--- config.mk ---
export PLATFORM = sky130hd
export DESIGN_NAME = matmul_operand_streamer
export DESIGN_NICKNAME = d
export VERILOG_FILES = /design/src/rtl/matmul_operand_streamer.sv
export SDC_FILE = /design/constraint.sdc
export NUM_CORES = 1
export LEC_CHECK = 0
export CAP_MARGIN = 20
export CORE_ASPECT_RATIO = 1.25
export CORE_UTILIZATION = 25
export DETAILED_ROUTE_END_ITERATION = 6
export GPL_TIMING_DRIVEN = 1
export SKIP_LAST_GASP = 1
export SLEW_MARGIN = 20
export SYNTH_ARGS = -nofsm -noshare
export SYNTH_HDL_FRONTEND = slang
export SYNTH_SLANG_ARGS = --single-unit
--- constraint.sdc ---
create_clock -name clk -period 7.63 [get_ports clk]
set_input_delay 1.526 -clock clk [delete_from_list [all_inputs] [get_ports clk]]
set_output_delay 1.526 -clock clk [all_outputs]
set_load 0.05 [all_outputs]
--- src/rtl/matmul_operand_streamer.sv ---
// Operand feeder for C = A*B: walks r/c/k with incrementing pointers, reads A and B from
// synchronous scratch ports and streams ordered (a, b) pairs with first/last markers.
module matmul_operand_streamer #(
    parameter int FP_WIDTH = 32,
    parameter int ADDR_W   = 20,
    parameter int DIM_W    = 10
) (
    input  logic                clk,
    input  logic                reset,
    input  logic                start,
    input  logic [DIM_W-1:0]    dim_m,
    input  logic [DIM_W-1:0]    dim_n,
    input  logic [DIM_W-1:0]    dim_k,
    input  logic [ADDR_W-1:0]   base_a,
    input  logic [ADDR_W-1:0]   base_b,
    output logic                mem_rd_en,
    output logic [ADDR_W-1:0]   mem_addr_a,
    output logic [ADDR_W-1:0]   mem_addr_b,
    input  logic [FP_WIDTH-1:0] mem_rdata_a,
    input  logic [FP_WIDTH-1:0] mem_rdata_b,
    output logic                op_valid,
    input  logic                op_ready,
    output logic [FP_WIDTH-1:0] op_a,
    output logic [FP_WIDTH-1:0] op_b,
    output logic                op_first,
    output logic                op_last,
    output logic                busy,
    output logic                done,
    output logic [1:0]          dbg_state
);
    // Stream handshake: a pair transfers on a cycle where op_valid && op_ready; while
    // op_valid is high and op_ready low, op_a/op_b/op_first/op_last hold their values.
    typedef enum logic [1:0] {S_IDLE = 2'd0, S_RUN = 2'd1, S_DRAIN = 2'd2, S_DONE = 2'd3} state_t;
    localparam int EW = 2 * FP_WIDTH + 2;

    state_t state, state_nx;

    logic [DIM_W-1:0]  m_q, n_q, k_q;
    logic [DIM_W-1:0]  r_cnt, c_cnt, k_cnt;
    logic [ADDR_W-1:0] base_b_q, ptr_a, row_a, ptr_b, col_b;
    logic              rd_q, first_q, last_q;
    logic [EW-1:0]     fifo_mem [2];
    logic              wr_ptr, rd_ptr;
    logic [1:0]        count;

    logic [EW-1:0] in_entry, head;
    logic [2:0]    occ;
    logic          pop, push, fifo_pop, issue, k_end, c_end, r_end, zero_dim;

    // Returning read data bypasses the FIFO when it is empty so the pair is visible the
    // same cycle the memory presents it.
    assign in_entry = {mem_rdata_a, mem_rdata_b, first_q, last_q};
    assign head     = (count != 2'd0) ? fifo_mem[rd_ptr] : in_entry;
    assign op_valid = (count != 2'd0) || rd_q;
    assign pop      = op_valid && op_ready;
    assign push     = rd_q && !((count == 2'd0) && pop);
    assign fifo_pop = pop && (count != 2'd0);
    assign occ      = {1'b0, count} + {2'b00, rd_q} - {2'b00, pop};

    assign k_end    = (k_cnt == k_q - DIM_W'(1));
    assign c_end    = (c_cnt == n_q - DIM_W'(1));
    assign r_end    = (r_cnt == m_q - DIM_W'(1));
    assign zero_dim = (dim_m == '0) || (dim_n == '0) || (dim_k == '0);
    assign issue    = (state == S_RUN) && (occ < 3'd2);

    assign mem_rd_en  = issue;
    assign mem_addr_a = ptr_a;
    assign mem_addr_b = ptr_b;
    assign {op_a, op_b, op_first, op_last} = op_valid ? head : '0;
    assign busy      = (state == S_RUN) || (state == S_DRAIN);
    assign done      = (state == S_DONE);
    assign dbg_state = state;

    always_ff @(posedge clk or posedge reset) begin
        if (reset) state <= S_IDLE;
        else       state <= state_nx;
    end

    // An empty job passes through DRAIN so busy covers one cycle before done.
    always_comb begin
        state_nx = state;
        case (state)
            S_IDLE:  if (start) state_nx = zero_dim ? S_DRAIN : S_RUN;
            S_RUN:   if (issue && k_end && c_end && r_end) state_nx = S_DRAIN;
            S_DRAIN: if (occ == 3'd0) state_nx = S_DONE;
            S_DONE:  state_nx = S_IDLE;
            default: state_nx = S_IDLE;
        endcase
    end

    always_ff @(posedge clk or posedge reset) begin
        if (reset) begin
            m_q <= '0; n_q <= '0; k_q <= '0;
            r_cnt <= '0; c_cnt <= '0; k_cnt <= '0;
            base_b_q <= '0; ptr_a <= '0; row_a <= '0; ptr_b <= '0; col_b <= '0;
        end else if ((state == S_IDLE) && start) begin
            m_q <= dim_m; n_q <= dim_n; k_q <= dim_k;
            r_cnt <= '0; c_cnt <= '0; k_cnt <= '0;
            base_b_q <= base_b; ptr_a <= base_a; row_a <= base_a;
            ptr_b <= base_b; col_b <= base_b;
        end else if (issue) begin
            if (!k_end) begin
                k_cnt <= k_cnt + DIM_W'(1);
                ptr_a <= ptr_a + ADDR_W'(1);
                ptr_b <= ptr_b + ADDR_W'(n_q);
            end else begin
                k_cnt <= '0;
                if (!c_end) begin
                    c_cnt <= c_cnt + DIM_W'(1);
                    ptr_a <= row_a;
                    ptr_b <= col_b + ADDR_W'(1);
                    col_b <= col_b + ADDR_W'(1);
                end else begin
                    c_cnt <= '0;
                    ptr_b <= base_b_q;
                    col_b <= base_b_q;
                    if (!r_end) begin
                        r_cnt <= r_cnt + DIM_W'(1);
                        row_a <= row_a + ADDR_W'(k_q);
                        ptr_a <= row_a + ADDR_W'(k_q);
                    end
                end
            end
        end
    end

    // Clearing rd_q on reset drops any read data still returning from an aborted job.
    always_ff @(posedge clk or posedge reset) begin
        if (reset) begin
            rd_q <= 1'b0; first_q <= 1'b0; last_q <= 1'b0;
        end else begin
            rd_q <= issue;
            if (issue) begin
                first_q <= (k_cnt == '0);
                last_q  <= k_end;
            end
        end
    end

    always_ff @(posedge clk or posedge reset) begin
        if (reset) begin
            count <= 2'd0; wr_ptr <= 1'b0; rd_ptr <= 1'b0;
        end else begin
            count <= count + {1'b0, push} - {1'b0, fifo_pop};
            if (push)     wr_ptr <= ~wr_ptr;
            if (fifo_pop) rd_ptr <= ~rd_ptr;
        end
    end

    always_ff @(posedge clk) begin
        if (push) fifo_mem[wr_ptr] <= in_entry;
    end
endmodule

==> out/summary.txt <==
status = completed
Post-Syn Nets = 1852
final net count = 2076
Synth top area share = 25.9%
Mapped Avg Cell Area = 9.78 sq um
Top Ports = 250
count of library flops with an enable pin = 132
CP endpoint kind = output pin
post-CTS setup buffers = 0
Worst path max stage delay = 510 ps
H-Tree Depth = 2
Die H = 288 um
FP Util = 25.3%
Worst EP arrival = 4430 ps
Ys Warns = 0
DR WL/cell = 18.4 um
post-layout util = 32.6%
share of cells above drive strength 1 = 6.24%
post-CTS sizing = 0
CTS root buf = clkbuf_16
Final Skew = 27.4 ps
## layout by cell type, fill, tap and decap left out, types with 66 or more instances in the layout
master | Yosys | final
dfrtp_1 | 169 | 167
clkdlybuf4s50_1 | 0 | 248
nand3_1 | 116 | 116
nor2_1 | 106 | 102
a21oi_1 | 66 | 66
nand2_1 | 238 | 237
mux2i_1 | 98 | 98
xnor2_1 | 74 | 74
edfxtp_1 | 132 | 132
o21ai_0 | 174 | 174
## power breakdown
group	switching (mW)	total (mW)	internal [mW]
sequential	0.201	2.16	1.96
clock	0.735	1.80	1.07
combinational	2.13	3.12	0.987
total	3.07	7.08	4.01
## sequential cells by signal, summed over array words and instances (netlist names)
register / cells
col_b: 20
count: 2
dbg_state: 2
last_q: 1
wr_ptr: 1
first_q: 1
n_q: 10
k_q: 10
m_q: 10
rd_ptr: 1
mem_addr_b: 20
r_cnt: 10
row_a: 20
rd_q: 1
k_cnt: 10
mem_addr_a: 20
fifo_mem: 132
base_b_q: 20
c_cnt: 10
## layer usage
| layer | part of all wire (%) | vias to the layer above | GRT usage (%) |
|---|---|---|---|
| li1 | - | 6471 | - |
| met1 | 44 | 6662 | 19.3 |
| met2 | 48 | 423 | 25.4 |
| met3 | 6.4 | 67 | 3.48 |
| met4 | 1.9 | 6 | 3.79 |
| met5 | 0.063 | - | 0 |
## final cells by class
class | instances | area [sq um] | share of cell area, %
Inverter | 39 | 151 | 0.720
Multi-Input combinational cell | 1249 | 7730 | 36.8
Clock inverter | 18 | 205 | 0.975
Antenna cell | 1 | 2.50 | 0.0119
Sequential cell | 301 | 8200 | 39.0
Tap cell | 848 | 1060 | 5.04
Timing Repair Buffer | 268 | 2650 | 12.6
Clock buffer | 49 | 1030 | 4.91
## worst paths after layout
check                                              to  cells after the start                     start  slack (ps)
setup / recovery                            mem_rd_en                     12                  op_ready        1680
hold / removal               base_b_q[18]$_DFFE_PP0P_                      2  base_b_q[18]$_DFFE_PP0P_         470
setup reg to reg                 c_cnt[9]$_DFFE_PP0P_                     15        count[1]$_DFF_PP0_        2840
hold reg to reg              base_b_q[18]$_DFFE_PP0P_                      2  base_b_q[18]$_DFFE_PP0P_         470
max in group asynchronous          rd_ptr$_DFFE_PP0P_                      3                     reset        5070
min in group asynchronous  mem_addr_a[10]$_DFFE_PP0P_                      2                     reset        1410
## metrics by stage
step / cell area (sq um) / power, mW
2_1_floorplan: 16400 / 4.22
3_3_place_gp: 19800 / 5.30
3_5_place_dp: 19800 / 5.34
4_1_cts: 21000 / 7.17
5_1_grt: 21000 / 7.43
6_report: 21000 / 7.08
## worst register-to-register path, delay by kind of cell, from the launching register on
kind	cells	cell delay, ps
and+or+nand+nor	6	2230
buffers and inverters	4	880
adders and majority gates	3	770
DFF	1	470
AOI/OAI and AO/OA	1	200
xor gates and xnor gates	1	190
## cells by family (layout without fill, tap and decap cells)
kind of cell               after synthesis  in the layout  share of synthesized area [%]
and+or+nand+nor                        635            635                           18.6
muxes                                  111            111                           6.89
AOI/OAI and AO/OA                      349            349                           12.2
buffers and inverters                  123            374                           2.90
other                                    0              1                              0
DFF                                    301            301                           50.1
adders and majority gates               41             41                           3.27
xor gates and xnor gates               113            113                           6.05
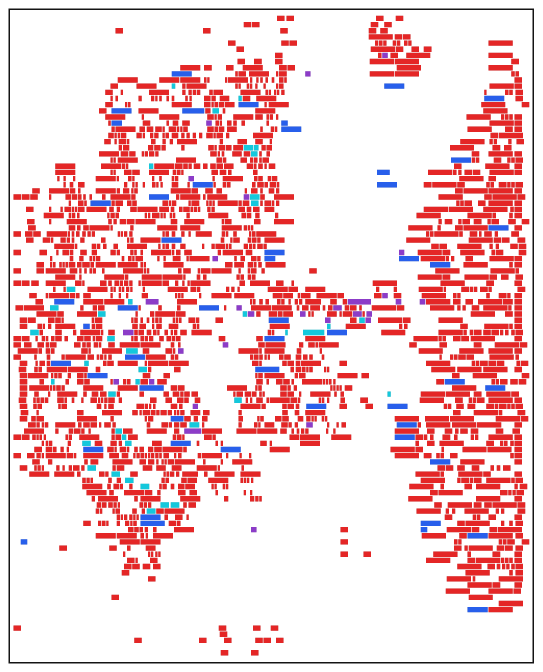
*Drive-strength map*
| colour | size | cells | share |
|---|---|---|---|
| purple | drive 3 to 4 | 29 | 1.5% |
| red | drive 1 or less | 1804 | 94% |
| blue | drive 6 and up | 51 | 2.7% |
| cyan | drive 2 | 40 | 2.1% |
non-clock buffer count: 268
final worst-path setup slack: 1680 ps
design area: 21000 sq um
Layout area overhead: 28.6%

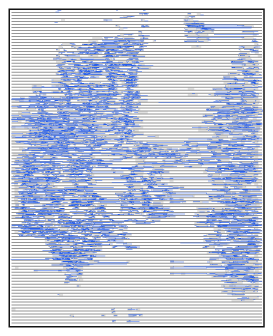
*Signal wires on met1*
Supply wires on this layer in grey. Cells faint in the background.
main direction: horizontal
share of all routed wire: 44%
wire length on this layer: 22.4 mm
nets with wire on the layer: 1892
longest straight run: 76.4 um

Power is estimated from default activity; no workload was simulated.
